### Clock network drawn from the DEF, run 1

Drawn at 4 px/um.
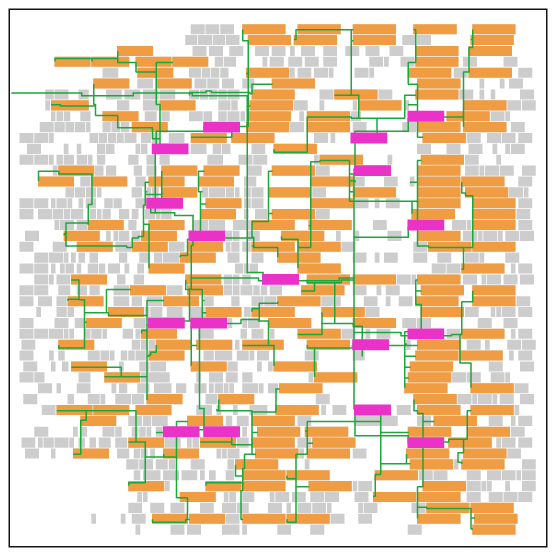
### PDN straps and rails, run 1

Drawn at 3 px/um. Pins as bars on the die edge.
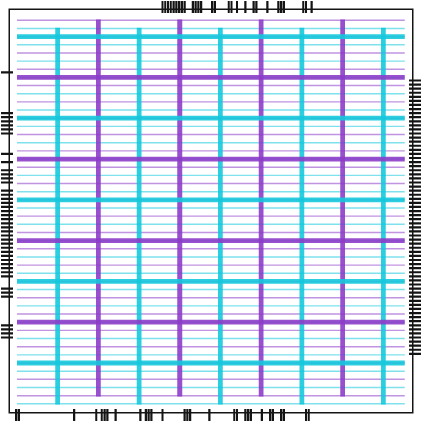
### Placement by cell class, run 1

Drawn at 4 px/um. Fill, decap, tap and diode cells in gray.
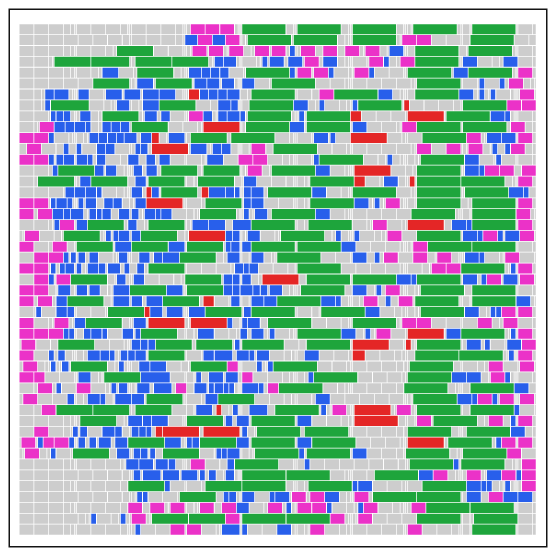
### Routing congestion map, run 1

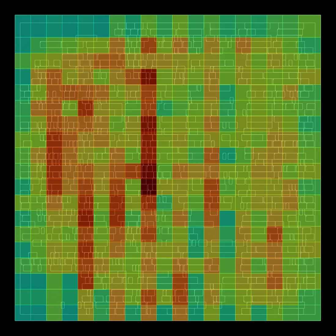
Design if_fetch_unit, sky130hd; sources not shown.
==> impl_metrics.ini, run 1 <==
; yosys + openroad results
[run_status]
status = completed

[final_layout]
nNetsFinal = 880
largest_reg_flops = 124

[placement]
gp_congestion = 0.822
dp_slack_ps = 3150
place_hpwl_um = 12200

[drt]
first_pass_iters = 7
ant_nets = 0
wl_um = 18000

[worst_setup_path]
path_max_fanout = 63
cp_top_family = flip-flops
cp.depth = 3
setup.worst_path.end_class = output pin

[global_routing]
first_global_vias = 5576
grt_pass1_wl_um = 29000
antenna_found_initial = 0

[synthesis]
ys.flops = 190
avgSynthCellArea_um2 = 12.9
area_leaders = edfxtp_1, dfrtp_1, mux2i_1

[clock_tree]
clock_latency_ps = 420
cts_tree = yes
cts_buffer_depth = 2

[die]
chip_area_mm2 = 0.0180

[min_path]
hp-class = reg2reg

[timing]
setup_viol = 0
fmax_ghz = 0.256

[power]
finalPower_uw = 2910
-- 'Clock network drawn from the DEF' (at the start) --
Key: orange = flip-flops [count 190]; magenta = cells driving clock nets [count 17]; green = clock wires [length 1860 um]
There are 18 routed clock nets. Position of the flops: spread over the die.
clock-net power: 863 uW
Clock power frac: 29.7%

-- 'PDN straps and rails' (at the start) --
Key: purple = VDD; cyan = VSS
9 straps on met5. The core has 47 rows. 167 signal pins sit on the boundary. 48 met1 rails follow the rows.
Die Ht: 134 um
Die W: 134 um

-- 'Placement by cell class' (at the start) --
Key: red = clock drivers and dummy loads [cells 32, share of their area 5.1%]; green = flip-flops [cells 190, share of their area 51%]; blue = all other logic [cells 432, share of their area 28%]; magenta = other buffers and delay cells [cells 166, share of their area 16%]
core outline area: 0.0165 mm2
post-layout util: 65.2%
sequential cell area share: 50.0%

-- 'Routing congestion map' (at the start) --
M3 GR Usage: 4.31%
met1 GRT Util: 28.3%
met2 GRT Util: 33.1%
Avg WL per Cell: 17.3 um

## run 1: layout make-up
type,instances,area (um2)
Clock inverter,14,103
Fill cell,1232,5750
Inverter,11,41.3
Clock buffer,18,429
Tap cell,220,275
Sequential cell,190,5380
Multi-Input combinational cell,421,2900
Timing Repair Buffer,166,1650
## run 1: stage by stage
| step | hold slack (ps) | std cells |
|---|---|---|
| 6_report | 572 | 1040 |
| 5_1_grt | 595 | 1040 |
| 4_1_cts | 563 | 1040 |
| 3_5_place_dp | 553 | 1008 |
| 3_3_place_gp | 531 | 1008 |
| 2_1_floorplan | 502 | 659 |
## run 1: cells in the final DEF, fill, tap and decap left out, types with 15 or more instances in the layout
master	n
edfxtp_1	124
clkdlybuf4s50_1	160
xor2_1	16
nand4_1	23
nand3_1	28
nand2_1	40
o21ai_0	15
nor2_1	82
mux2_2	29
dfrtp_1	63
clkbuf_16	17
or4_1	19
mux2i_1	63
xnor2_1	26
## run 1: metal layers
| metal | vias up | global-route usage, % | share of wire [%] |
|---|---|---|---|
| met5 | - | 0 | 0 |
| met4 | 0 | 5.91 | 0.81 |
| met3 | 14 | 4.31 | 7.0 |
| met2 | 223 | 33.1 | 48 |
| met1 | 2756 | 28.3 | 44 |
| li1 | 2720 | - | - |
## run 1: power breakdown
part / total, uW / internal, uW / switching (uW)
combinational: 569 / 321 / 247
clock: 863 / 481 / 382
sequential: 1470 / 1330 / 150
## run 1: logic make-up after synthesis
family | count (synthesis) | synth area share [%]
XOR/XNOR | 42 | 4.35
other | 1 | 0.0444
AND-OR/OR-AND | 45 | 3.46
buffers and inverters | 48 | 2.46
AND/OR/NAND/NOR | 234 | 14.1
adder cells (fa/ha/maj) | 4 | 0.592
multiplexers | 92 | 11.3
flip-flops | 190 | 63.6
### Register map, names as in the netlist, run 1

Drawn at 4 px/um. Other sequential cells in the stronger gray, the rest of the logic in the fainter gray.
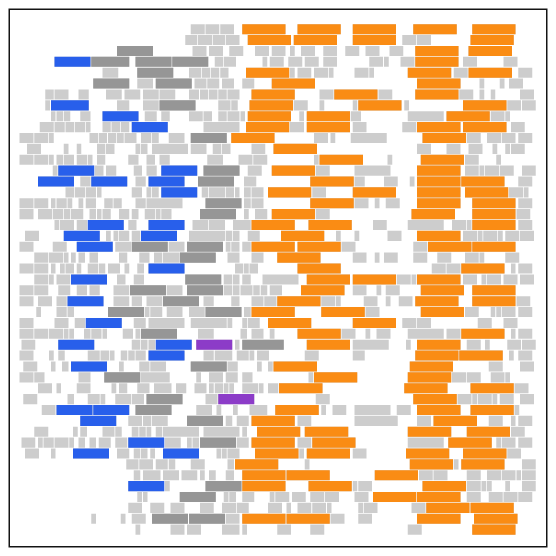

## Run 2: what changed since run 1
==> constraint.sdc (replaced) <==
create_clock -name clk -period 3.7 [get_ports clk]
set_input_delay 0.74 -clock clk [delete_from_list [all_inputs] [get_ports clk]]
set_output_delay 0.74 -clock clk [all_outputs]
set_load 0.01 [all_outputs]
### Register map, names as in the netlist, run 2

Drawn at 4 px/um. Other sequential cells in the stronger gray, the rest of the logic in the fainter gray.
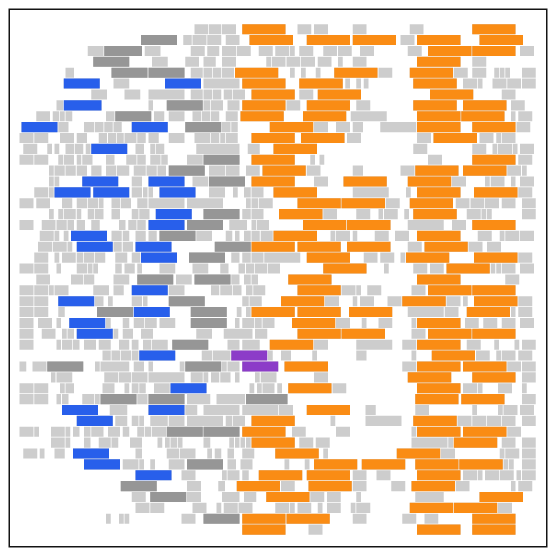
Key: purple = u_fifo.count [placed flops 2]; blue = r_pc [placed flops 30]; orange = u_fifo.r_mem [placed flops 124]
Another 34 sequential cells are not colored.
total sequential power: 2770 uW
sequential cell area share: 49.7%
post-layout util: 65.5%
FF+latch area: 0.00538 mm2

==> impl_metrics.ini, run 2 <==
; yosys + openroad results
[synthesis]
area_leaders = edfxtp_1, dfrtp_1, mux2i_1

[clock_tree]
cts_buffer_depth = 2
clock_latency_ps = 430

[die]
fp.dieH_um = 134
die_w_um = 134
core_area_mm2 = 0.0165

[drt]
wl_um = 17800
first_pass_iters = 5
wl_met1_um = 7740
wl_met2_um = 8480
ant_nets = 0

[final_layout]
fillers = 1191
most-common-layout-cells = clkdlybuf4s50_1, edfxtp_1, nor2_1, mux2i_1, dfrtp_1
nNetsFinal = 882
combGateArea_mm2 = 0.00290
lay_top_count = clkdlybuf4s50_1

[placement]
gp_congestion = 0.840

[power]
finalPower_uw = 5510

[worst_setup_path]
setup.worst_path.end_class = output pin
path_max_fanout = 32

[min_path]
hp-class = reg2reg

[timing]
fmax_ghz = 0.323

[run_status]
status = completed
==> run 2: critical path: stages, from the launching register on <==
cell and delay (ps):
dfrtp_4 790, buf_12 310, mux2i_1 250, nor2_1 50, clkdlybuf4s50_1 500
==> run 2: stage by stage <==
stage          setup slack [ps]  instances  hold slack, ps  instance area [um2]
2_1_floorplan               349        659             502                 8470
3_3_place_gp                612       1010             543                10300
3_5_place_dp                525       1010             553                10300
4_1_cts                     556       1042             575                10800
5_1_grt                     478       1042             605                10800
6_report                    608       1042             572                10800
==> run 2: logic make-up (layout without fill, tap and decap cells) <==
logic type	after synthesis	after routing	synth area share, %
AOI/OAI and AO/OA	45	45	3.46
xor gates and xnor gates	42	42	4.35
adders and majority gates	4	4	0.592
buffers and inverters	48	211	2.46
DFF	190	190	63.6
muxes	92	92	11.3
other	1	4	0.0444
and+or+nand+nor	234	234	14.1
==> run 2: report_power, final <==
part           switching (uW)  internal (uW)  leakage [uW]
registers                 262           2510       0.00191
logic                     483            611       0.00157
clock network             727            917      0.000245
==> run 2: layout make-up <==
type / count / share of cell area [%]
flip-flops and latches: 190 / 49.7
multi-input cells: 421 / 26.8
repair buffers: 168 / 15.6
clock buffers: 20 / 4.03
well taps: 220 / 2.54
clock inverters: 12 / 0.901
inverters: 11 / 0.381
==> run 2: per-layer routing <==
layer	global-route usage, %	vias to the layer above
met2	32.8	248
li1	-	2721
met3	4.46	18
met4	5.32	0
met1	27.8	2705
met5	0	-
No activity file was given, so power comes from the tool's default toggle rates.
